Fig. 1: run 1, clock routing
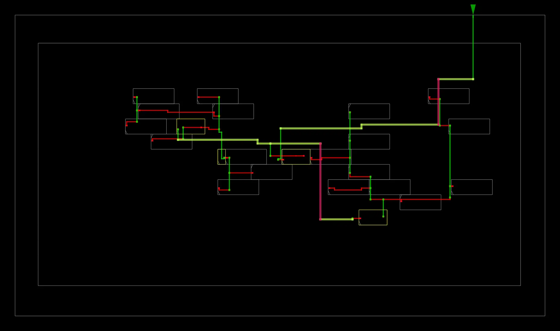
Fig. 2: run 1, power grid
Pins as bars on the die edge.
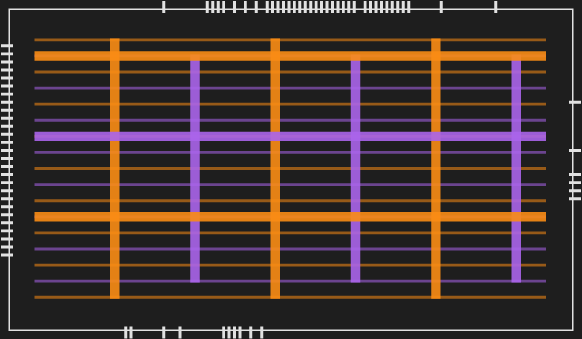
Fig. 3: run 1, gate families picked out
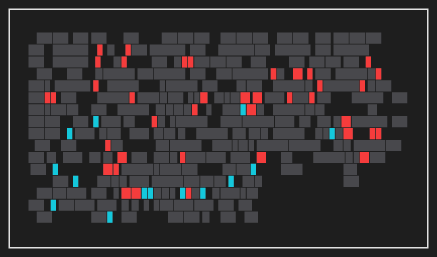
Design slot_write_arbiter, sky130hd; sources not shown.
==> impl_results.html <==
<h2>Implementation results</h2>
<table>
<tr><th>Metric</th><th>Value</th></tr>
<tr><th colspan="2">STA</th></tr>
<tr><td>Count of endpoints failing hold in the final timing report</td><td>0</td></tr>
<tr><td>Worst Max-Slew Pin Slew</td><td>roughly 0.85 ns</td></tr>
<tr><td>Clock skew after layout</td><td>~0.0013 ns</td></tr>
<tr><td>Slew HR</td><td>~43%</td></tr>
<tr><td>Number of failing setup endpoints in the final timing report</td><td>0</td></tr>
<tr><td>Max-slew violation total from the final report</td><td>0</td></tr>
<tr><td>Final period demand of the worst path</td><td>around 4.4 ns</td></tr>
<tr><td>Total negative slack for setup checks</td><td>0 ns</td></tr>
<tr><td>Final worst path period share</td><td>a little under three fifths</td></tr>
<tr><td>Peak Freq</td><td>between 200 and 250 MHz</td></tr>
<tr><td>Unrepaired setup endpoints after global routing</td><td>false</td></tr>
<tr><th colspan="2">Worst setup path</th></tr>
<tr><td>Max incr delay on CP</td><td>0.54 ns</td></tr>
<tr><td>Crit path max-delay family</td><td>simple AND/OR/NAND/NOR gates</td></tr>
<tr><td>Data required time of the critical path</td><td>a little over 8 ns</td></tr>
<tr><td>CP cell instances</td><td>clkdlybuf4s50_1, inv_1, ha_1, fa_1, nand2b_1, a211oi_4, nor3_1, or4b_4, or4_4, a21oi_2, a211oi_2</td></tr>
<tr><td>Worst EP arrival</td><td>around 4.5 ns</td></tr>
<tr><td>Count of buffer and inverter cells on the critical path</td><td>2</td></tr>
<tr><td>Reg2Reg Setup Slack</td><td>5.82 ns</td></tr>
<tr><td>Depth of the critical timing path with buffers and inverters included</td><td>11</td></tr>
<tr><td>Worst setup path class</td><td>in -&gt; reg</td></tr>
<tr><td>Worst Setup End Kind</td><td>register</td></tr>
<tr><td>Critical Path Start Type</td><td>primary input</td></tr>
<tr><td>Max stage delay cell, worst path</td><td>or4b_4</td></tr>
<tr><td>Reg2reg path depth</td><td>6</td></tr>
<tr><td>Maximum fanout along the worst path</td><td>4</td></tr>
<tr><th colspan="2">Route</th></tr>
<tr><td>Total detailed-routing wirelength</td><td>4.884 mm</td></tr>
<tr><td>DRC Markers</td><td>0</td></tr>
<tr><td>DR WL/cell</td><td>14.94 µm</td></tr>
<tr><td>Top layer reached by signal wires</td><td>met4</td></tr>
<tr><td>Via-per-instance ratio</td><td>5.358</td></tr>
<tr><td>Met2 routed wirelength</td><td>2.225 mm</td></tr>
<tr><td>Post-route met1 wirelength</td><td>about 2.3 mm</td></tr>
<tr><td>Met3 wire length</td><td>approximately 330 µm</td></tr>
<tr><td>Number of DRC violations after detailed-routing iteration 0</td><td>around 100</td></tr>
<tr><td>Number of vias in the routed layout</td><td>1,752</td></tr>
<tr><td>Routed Antenna Nets</td><td>0</td></tr>
<tr><td>First-pass iteration count of the detailed router</td><td>4</td></tr>
<tr><th colspan="2">Synth</th></tr>
<tr><td>AND-OR/OR-AND Cells, Area Fraction</td><td>a little under a quarter</td></tr>
<tr><td>Fraction of registers with async set/reset</td><td>0%</td></tr>
<tr><td>Summed instance area of the synthesized netlist</td><td>approximately 0.0017 mm²</td></tr>
<tr><td>Number of unique standard cell types used by synthesis</td><td>50</td></tr>
<tr><td>Synth top area share</td><td>a little under a quarter</td></tr>
<tr><td>Yosys-reported design area after synthesis</td><td>about 0.0017 mm²</td></tr>
<tr><td>Fraction of synthesized area in multiplexers</td><td>between 10% and 20%</td></tr>
<tr><td>Top cells by count</td><td>26 x nand2_1, 20 x a21oi_1, 19 x dfxtp_1, 17 x nor2_1, 14 x inv_1</td></tr>
<tr><td>Number of synthesized register bits</td><td>19</td></tr>
<tr><td>Post-synth EDFFs</td><td>0</td></tr>
<tr><td>Adders+Majority by Area</td><td>under 10%</td></tr>
<tr><td>Simple-Gate Area Share</td><td>between 20% and 30%</td></tr>
<tr><td>Most frequent cell after synthesis</td><td>nand2_1</td></tr>
<tr><td>Count of instantiated cells in the yosys netlist</td><td>just under 200</td></tr>
<tr><td>Instance tally after logic synthesis</td><td>between 150 and 200</td></tr>
<tr><td>Number of warnings reported in the yosys synthesis log</td><td>0</td></tr>
<tr><td>Combinational family with the most area after synthesis</td><td>simple AND/OR/NAND/NOR gates</td></tr>
<tr><td>Most area-consuming cells after synthesis</td><td>dfxtp_1 23%, mux4_2 14%, ha_1 8.3%, a21oi_1 6.0%, nand2_1 5.9%</td></tr>
<tr><td>Portion of the post-synthesis area used by sequential elements</td><td>between 20 and 25%</td></tr>
<tr><td>Net count after synthesis</td><td>between 200 and 300</td></tr>
<tr><td>XOR/XNOR Fraction of Synth Area</td><td>roughly 2.1%</td></tr>
<tr><td>Dominant register cell</td><td>dfxtp_1</td></tr>
<tr><td>Average footprint of a synthesized cell</td><td>approximately 8.4 µm²</td></tr>
<tr><td>Cell type with the largest total area</td><td>dfxtp_1</td></tr>
<tr><th colspan="2">CTS</th></tr>
<tr><td>Post-CTS Resized</td><td>0</td></tr>
<tr><td>Cell at the root of the clock tree</td><td>clkbuf_8</td></tr>
<tr><td>H-tree lvl count</td><td>1</td></tr>
<tr><td>CTS Buf Count</td><td>3</td></tr>
<tr><td>Post-CTS repair timing setup buffer count</td><td>0</td></tr>
<tr><td>Max clock buf depth</td><td>2</td></tr>
<tr><td>Clock tree from TritonCTS</td><td>done</td></tr>
<tr><td>Post-CTS clock slew at the launch and capture registers of the worst setup and hold paths</td><td>0.07 ns</td></tr>
<tr><td>CTS Hold Bufs</td><td>0</td></tr>
<tr><th colspan="2">Cells and area</th></tr>
<tr><td>Footprint of the multi-input gates</td><td>~0.0012 mm²</td></tr>
<tr><td>Max reg flops</td><td>8</td></tr>
<tr><td>Antenna fix cells</td><td>0</td></tr>
<tr><td>Clock buffer count</td><td>4</td></tr>
<tr><td>Top Layout Cells</td><td>78 x clkdlybuf4s50_1, 26 x nand2_1, 20 x a21oi_1</td></tr>
<tr><td>Final-layout clock-cell area share</td><td>1.782%</td></tr>
<tr><td>Storage element area</td><td>between 300 and 400 µm²</td></tr>
<tr><td>Final standard cell area without fillers</td><td>around 0.0025 mm²</td></tr>
<tr><td>Biggest area consumer among cell classes</td><td>logic gates</td></tr>
<tr><td>Count of non-CTS inverters in the layout</td><td>14</td></tr>
<tr><td>Data-path buffer share of cell area in the final layout</td><td>approximately a third</td></tr>
<tr><td>Share of cells above drive strength 1</td><td>between 10% and 20%</td></tr>
<tr><td>MI comb cells</td><td>156</td></tr>
<tr><td>Tally of filler cells in the layout</td><td>~310</td></tr>
<tr><td>P&amp;R area growth vs syn</td><td>51.99%</td></tr>
<tr><td>Seq/total area</td><td>around 15%</td></tr>
<tr><td># nets final</td><td>~350</td></tr>
<tr><td>Signal buffers</td><td>80</td></tr>
<tr><th colspan="2">Run</th></tr>
<tr><td>Count of max-cap constraint violations</td><td>0</td></tr>
<tr><td>Number of warnings the tools reported</td><td>28</td></tr>
<tr><th colspan="2">Global routing</th></tr>
<tr><td>Met3 routing resource usage after global routing</td><td>5.447%</td></tr>
<tr><td>Met1 Resource Use GR</td><td>roughly 27%</td></tr>
<tr><td>Layer with the highest usage</td><td>met2</td></tr>
<tr><td>Via count of the first global-routing pass</td><td>approximately 1,700</td></tr>
<tr><td>Combined global-route utilization of all metal layers</td><td>20.23%</td></tr>
<tr><td>Total overflow reported by the global router</td><td>0</td></tr>
<tr><td>First-pass GRT wire length</td><td>around 7.9 mm</td></tr>
<tr><td>GR Layer Usage met2</td><td>between 30% and 40%</td></tr>
<tr><td>Largest net degree at the start of global routing</td><td>22</td></tr>
<tr><td>Antenna violations before repair</td><td>0</td></tr>
<tr><th colspan="2">Pwr</th></tr>
<tr><td>Leakage component of the power</td><td>roughly 0.95 nW</td></tr>
<tr><td>Pwr/cell area</td><td>about 130 mW/mm²</td></tr>
<tr><th colspan="2">Min path</th></tr>
<tr><td>Min-delay worst type</td><td>reg -&gt; reg</td></tr>
<tr><td>Number of cells on the worst hold path</td><td>2</td></tr>
<tr><th colspan="2">Floorplan</th></tr>
<tr><td>Tapcells</td><td>approximately 54</td></tr>
<tr><td>Chip area</td><td>a little over 0.005 mm²</td></tr>
<tr><td>Core utilization at floorplan</td><td>between 40 and 50%</td></tr>
<tr><td>Number of standard-cell rows in the floorplan</td><td>16</td></tr>
<tr><td>I/O pin count</td><td>79</td></tr>
<tr><th colspan="2">Place</th></tr>
<tr><td># port buffers</td><td>just under 80</td></tr>
<tr><td>Dpl hpwl</td><td>4.033 mm</td></tr>
<tr><td>Area after detailed placement</td><td>around 0.0025 mm²</td></tr>
<tr><td>Final weighted congestion in routability-driven placement</td><td>0.8609</td></tr>
<tr><th colspan="2">Outcome</th></tr>
<tr><td>Outcome</td><td>finished, final reports clean</td></tr>
</table>
Back to the opening pictures, Fig. 1:
total number of sequential cells: 19
total clock network power: 0.0675 mW
clock insertion delay at the later pin of the skew report: 0.26 ns
# clock sinks: 19

Back to the opening pictures, Fig. 2:
Key: orange = VSS; purple = VDD
79 signal pins sit on the boundary. 6 straps on met4. 17 met1 rails follow the rows.
DIE WIDTH: 95 µm
placeable core region: 0.003764 mm²
peak supply drop: 0.00006811 V
die boundary height: 54 µm

Back to the opening pictures, Fig. 3:
Key: red = NAND gates [cells 39]; cyan = inverters [cells 14]
final cell count without fillers: 327
logic gate fraction of the total cell area: 46.93%
most common cell after layout, fill and taps aside: clkdlybuf4s50_1

## run 1: power breakdown
group          total [mW]  switching [mW]  leakage [nW]  internal (mW)
logic               0.161          0.0824         0.777         0.0787
clock network      0.0675          0.0317        0.0228         0.0358
registers           0.108         0.00549         0.155          0.102
## run 1: per-stage QoR
step           hold WS [ns]  setup WS, ns  power, mW  util [%]  instances
6_report             0.4619         3.573     0.3365     67.15        327
5_1_grt              0.4890         3.388     0.3564     67.15        327
4_1_cts              0.4629         3.573     0.3371     67.15        327
3_5_place_dp         0.4524         3.297     0.2709     65.96        323
3_3_place_gp         0.4416         3.394     0.2658     65.96        323
2_1_floorplan        0.4621         3.947     0.2099         -        199
Power figures rest on the tool's default switching activity, not on a simulated workload.
